### The clock network, run 1

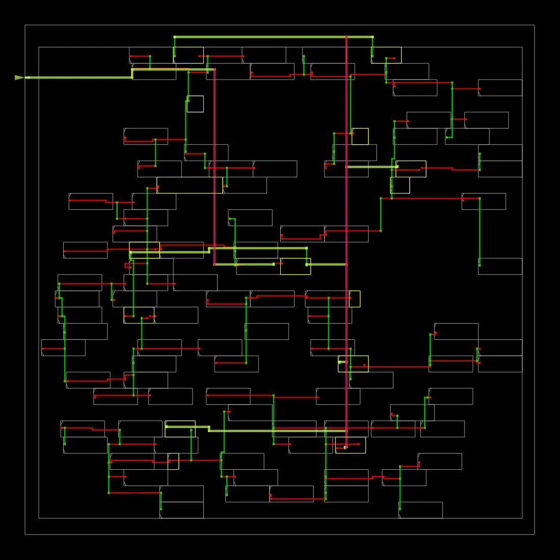
### Cell classes on the final placement, run 1

Scale: 4 px per micron. Fill, decap, tap and diode cells in gray.
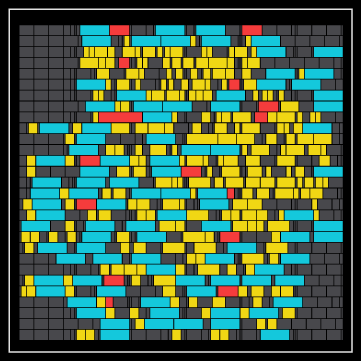
### Clock network drawn from the DEF, run 1

Scale: 6 px per micron.
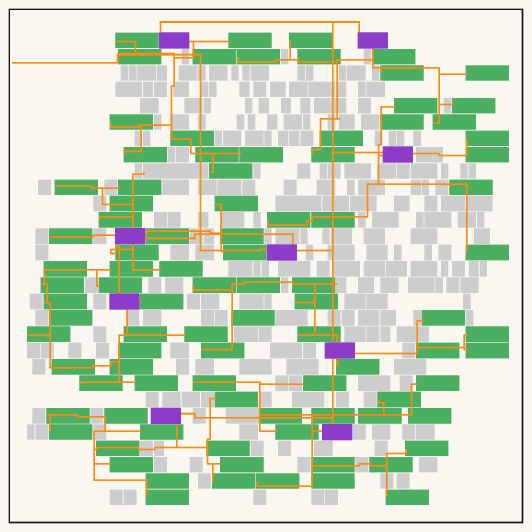
### src/rtl/seg_scan4_pkg.sv
// Shared seven-segment display definitions: active-high segment patterns {g,f,e,d,c,b,a},
// digit count and small helpers used by the display stages.
package seg_scan4_pkg;

  localparam int NUM_DIGITS = 4;

  localparam logic [6:0] SEG_0    = 7'h3F;
  localparam logic [6:0] SEG_1    = 7'h06;
  localparam logic [6:0] SEG_2    = 7'h5B;
  localparam logic [6:0] SEG_3    = 7'h4F;
  localparam logic [6:0] SEG_4    = 7'h66;
  localparam logic [6:0] SEG_5    = 7'h6D;
  localparam logic [6:0] SEG_6    = 7'h7D;
  localparam logic [6:0] SEG_7    = 7'h07;
  localparam logic [6:0] SEG_8    = 7'h7F;
  localparam logic [6:0] SEG_9    = 7'h6F;
  localparam logic [6:0] SEG_DASH = 7'h40;
  localparam logic [6:0] SEG_OFF  = 7'h00;

  typedef logic [3:0]                bcd_t;
  typedef logic [NUM_DIGITS*4-1:0]   digits_t;
  typedef logic [1:0]                slot_t;

  // Slot 0 is the leftmost digit, which sits on the highest anode bit.
  function automatic logic [NUM_DIGITS-1:0] slot_anode(input slot_t slot);
    logic [NUM_DIGITS-1:0] an;
    an = '0;
    case (slot)
      2'd0:    an = 4'b1000;
      2'd1:    an = 4'b0100;
      2'd2:    an = 4'b0010;
      default: an = 4'b0001;
    endcase
    return an;
  endfunction

  function automatic bcd_t slot_digit(input digits_t digits, input slot_t slot);
    bcd_t d;
    d = '0;
    case (slot)
      2'd0:    d = digits[15:12];
      2'd1:    d = digits[11:8];
      2'd2:    d = digits[7:4];
      default: d = digits[3:0];
    endcase
    return d;
  endfunction

endpackage

### src/rtl/seg7_decode.sv
// Combinational BCD to seven-segment decode, active-high {g,f,e,d,c,b,a}.
// Codes 10-15 are not valid BCD and render as a dash.
module seg7_decode
  import seg_scan4_pkg::*;
(
  input  logic [3:0] i_digit,
  output logic [6:0] o_seg
);

  always_comb begin
    o_seg = SEG_DASH;
    case (i_digit)
      4'd0:    o_seg = SEG_0;
      4'd1:    o_seg = SEG_1;
      4'd2:    o_seg = SEG_2;
      4'd3:    o_seg = SEG_3;
      4'd4:    o_seg = SEG_4;
      4'd5:    o_seg = SEG_5;
      4'd6:    o_seg = SEG_6;
      4'd7:    o_seg = SEG_7;
      4'd8:    o_seg = SEG_8;
      4'd9:    o_seg = SEG_9;
      default: o_seg = SEG_DASH;
    endcase
  end

endmodule

### src/rtl/seg_scan4.sv
// Four-digit multiplexed seven-segment driver: resynchronises asynchronous BCD digits,
// latches a stable reading once per frame, scans with leading-zero blanking and an anode guard.
module seg_scan4
  import seg_scan4_pkg::*;
#(
  parameter int DIV            = 50000,
  parameter int GUARD          = 16,
  parameter int SEG_ACTIVE_LOW = 1,
  parameter int AN_ACTIVE_LOW  = 1,
  parameter int BLANK_LZ       = 1
) (
  input  logic       clk,
  input  logic       rst,
  input  logic [3:0] AX,
  input  logic [3:0] BX,
  input  logic [3:0] CX,
  input  logic [3:0] DX,
  output logic [6:0] seg,
  output logic       dp,
  output logic [3:0] an
);

  localparam int            CW        = (DIV > 1) ? $clog2(DIV) : 1;
  localparam logic [CW-1:0] CNT_MAX   = CW'(DIV - 1);
  localparam logic [CW-1:0] CNT_GUARD = CW'(GUARD);
  localparam logic [3:0]    AN_OFF    = (AN_ACTIVE_LOW != 0) ? 4'hF : 4'h0;
  localparam logic [6:0]    SEG_IDLE  = (SEG_ACTIVE_LOW != 0) ? ~SEG_OFF : SEG_OFF;
  localparam logic          DP_OFF    = (SEG_ACTIVE_LOW != 0);

  digits_t       r_s1, r_s2, r_s3;
  digits_t       r_shadow;
  logic [CW-1:0] r_cnt;
  slot_t         r_slot;
  logic [3:0]    r_an;
  logic [6:0]    r_seg;
  logic          r_dp;

  digits_t       w_bus;
  logic          w_cnt_wrap;
  logic          w_frame_end;
  logic          w_stable;
  bcd_t          w_digit;
  logic [6:0]    w_dec;
  logic          w_blank;
  logic          w_lit;
  logic [3:0]    w_an_hi;
  logic [6:0]    w_seg_hi;
  logic [3:0]    w_an_nxt;
  logic [6:0]    w_seg_nxt;

  assign w_bus       = {AX, BX, CX, DX};
  assign w_cnt_wrap  = (r_cnt == CNT_MAX);
  assign w_frame_end = w_cnt_wrap && (r_slot == 2'd3);
  // A bus caught mid-transition shows up as s2 != s3; such a frame keeps the old reading.
  assign w_stable    = (r_s2 == r_s3);

  assign w_digit = slot_digit(r_shadow, r_slot);

  seg7_decode u_decode (
    .i_digit (w_digit),
    .o_seg   (w_dec)
  );

  always_comb begin
    w_blank = 1'b0;
    if (BLANK_LZ != 0) begin
      case (r_slot)
        2'd0:    w_blank = (r_shadow[15:12] == 4'd0);
        2'd1:    w_blank = (r_shadow[15:8]  == 8'd0);
        2'd2:    w_blank = (r_shadow[15:4]  == 12'd0);
        default: w_blank = 1'b0;
      endcase
    end
  end

  always_comb begin
    w_lit    = (r_cnt >= CNT_GUARD) && !w_blank;
    w_an_hi  = w_lit ? slot_anode(r_slot) : 4'h0;
    w_seg_hi = w_lit ? w_dec : SEG_OFF;
    w_an_nxt  = (AN_ACTIVE_LOW  != 0) ? ~w_an_hi  : w_an_hi;
    w_seg_nxt = (SEG_ACTIVE_LOW != 0) ? ~w_seg_hi : w_seg_hi;
  end

  always_ff @(posedge clk) begin
    if (rst) begin
      r_s1     <= '0;
      r_s2     <= '0;
      r_s3     <= '0;
      r_shadow <= '0;
      r_cnt    <= '0;
      r_slot   <= '0;
      r_an     <= AN_OFF;
      r_seg    <= SEG_IDLE;
      r_dp     <= DP_OFF;
    end else begin
      r_s1 <= w_bus;
      r_s2 <= r_s1;
      r_s3 <= r_s2;
      if (w_cnt_wrap) begin
        r_cnt  <= '0;
        r_slot <= r_slot + 2'd1;
      end else begin
        r_cnt  <= r_cnt + CW'(1);
      end
      if (w_frame_end && w_stable) begin
        r_shadow <= r_s2;
      end
      r_an  <= w_an_nxt;
      r_seg <= w_seg_nxt;
      r_dp  <= DP_OFF;
    end
  end

  assign an  = r_an;
  assign seg = r_seg;
  assign dp  = r_dp;

endmodule
### config.mk
export PLATFORM = sky130hd
export DESIGN_NAME = seg_scan4
export DESIGN_NICKNAME = d
export VERILOG_FILES = /design/src/rtl/seg_scan4_pkg.sv /design/src/rtl/seg7_decode.sv /design/src/rtl/seg_scan4.sv
export SDC_FILE = /design/constraint.sdc
export NUM_CORES = 1
export LEC_CHECK = 0
export CAP_MARGIN = 40
export CORE_MARGIN = 2
export CORE_UTILIZATION = 55
export DETAILED_ROUTE_END_ITERATION = 10
export DONT_BUFFER_PORTS = 1
export PLACE_DENSITY = 0.74
export SYNTH_ARGS = -nofsm -noshare
export SYNTH_HDL_FRONTEND = slang
export SYNTH_HIERARCHICAL = 1
export SYNTH_SLANG_ARGS = --single-unit
### constraint.sdc
create_clock -name clk -period 5.15 [get_ports clk]
set_input_delay 1.03 -clock clk [delete_from_list [all_inputs] [get_ports clk]]
set_output_delay 1.03 -clock clk [all_outputs]
set_load 0.02 [all_outputs]
==> summary.txt, run 1 <==
flow finished, numbers: combinational group share of total power 2.5%, First-pass DRT Iterations 6, combinational-cell power consumption 30.8 uW, share of synthesized cell area in and, or, nand and nor gates 20.9%, sequential share of power 60.0%, clock network area share 4.89%, routed via count divided by cell count 5.00, post-route cell area 3840 sq um, depth of the critical timing path with buffers and inverters included 9, Setup crit start kind register, maximum vdd ir drop 0.230 mV, number of cell rows 29, end of the worst register-to-register path seg[0], slack of the critical path 2.77 ns, Pwr Density 323 nW/um^2, Ys Warns 6, post-layout total power 1.24 mW, DIE AREA 7280 sq um, register clock-pin slew on the reported worst setup and hold paths 0.08 ns, overall track demand over capacity in global routing 16.3%, via count 2120, Critical Path End seg[0], sw power 264 uW, Cells after DPL 409, Mux area share 7.67%, prevailing post-synth register cell dfxtp_1, area after detailed placement 3650 sq um, count of endpoints failing hold in the final timing report 0, Post-synth EDFFs 0, total of buffers placed on input and output ports 0, status completed, worst max-slew margin expressed relative to the limit 46.9%, met1 wire length 2640 microns, setup repair bufs after CTS 0, max frequency 420 MHz, count of unresolved DRC violations after routing 0, boundary pin count 30
## Picture notes: 'The clock network'
clk_buf instances: 9
final worst clock skew: 0.00709 ns

## Picture notes: 'Cell classes on the final placement'
- yellow: remaining logic cells (cells 239; share of their area 45%)
- red: clock drivers and dummy loads (cells 15; share of their area 5.0%)
- cyan: sequential cells (cells 93; share of their area 50%)
placeable core region: 6390 sq um
Layout Utilization: 60.1%

## Picture notes: 'Clock network drawn from the DEF'
- orange: clock wires (length 1000 microns)
- purple: clock-net drivers (count 9)
- green: flip-flops (count 93)
- flops lie: spread over the die
- routed clock nets: 10

## Run 2: what changed since run 1
clock period = 2.5 ns   (was 5.15 ns; I/O delays follow)
==> run 2 against run 1 <==
  * Critical path depth decreased by 1
  * Count of clock-buffer cells in the layout increased by 2
  * Final cell count increased by 1.7%
  * Highest routed layer unchanged
  * Non-clock buffer count increased by 6
  * Utilization increased by 1.0 points
  * Sequential share of layout area decreased by 0.81 points
  * Design area increased by 1.7%
  * Routed wire length increased by 2.7%
  * Worst setup slack got worse by 2.5 ns
  * Critical path type unchanged
==> summary.txt, run 2 <==
flow finished, numbers: setup repair bufs after CTS 0, status completed, boundary pin count 30, combinational-cell power consumption 61.7 uW, Critical Path End seg[0], met1 wire length 2690 microns, depth of the critical timing path with buffers and inverters included 8, prevailing post-synth register cell dfxtp_1, overall track demand over capacity in global routing 16.9%, post-layout total power 2.59 mW, Pwr Density 663 nW/um^2, routed via count divided by cell count 5.03, clk_buf instances 11, register clock-pin slew on the reported worst setup and hold paths 0.09 ns, max frequency 440 MHz, worst max-slew margin expressed relative to the limit 64.4%, sw power 544 uW, Ys Warns 6, Setup crit start kind register, count of endpoints failing hold in the final timing report 0, Mux area share 7.67%, end of the worst register-to-register path seg[0], share of synthesized cell area in and, or, nand and nor gates 20.9%, First-pass DRT Iterations 5, area after detailed placement 3660 sq um, slack of the critical path 0.230 ns, combinational group share of total power 2.4%
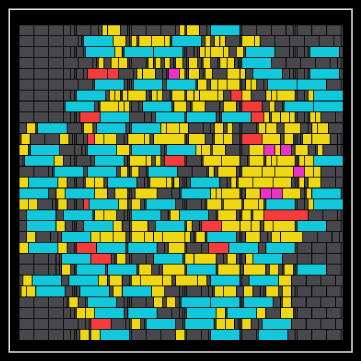
*Cell classes on the final placement, run 2*
Scale: 4 px per micron. Fill, decap, tap and diode cells in gray.
- cyan: sequential cells (cells 93; share of their area 49%)
- magenta: remaining buffers and delay cells (cells 6; share of their area 1.2%)
- yellow: remaining logic cells (cells 239; share of their area 45%)
- red: clock drivers and dummy loads (cells 16; share of their area 5.3%)
post-route cell area: 3900 sq um
Layout Utilization: 61.1%
number of cell rows: 29
flip-flop and latch share of the layout cell area: 47.7%

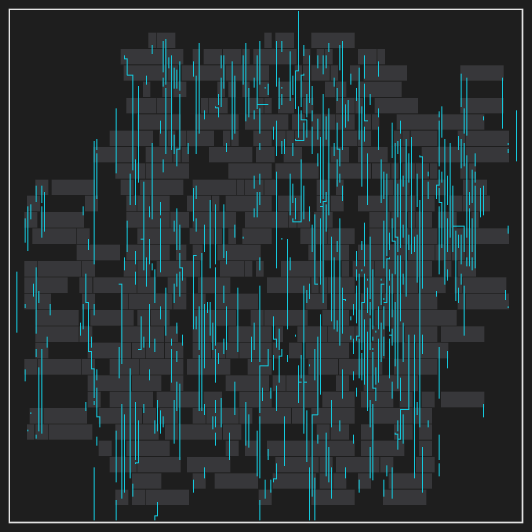
*Signal wires on met2, run 2*
Scale: 6 px per micron. Cells faint in the background.
- longest straight run: 37.7 microns
- wire length on this layer: 2480 microns
- share of all routed wire: 45%
- nets with wire on the layer: 297
- main direction: vertical
via count: 2169
met2 layer usage reported by global route: 26.0%
Total Wirelength: 5490 microns

Power and IR drop assume default switching activity.
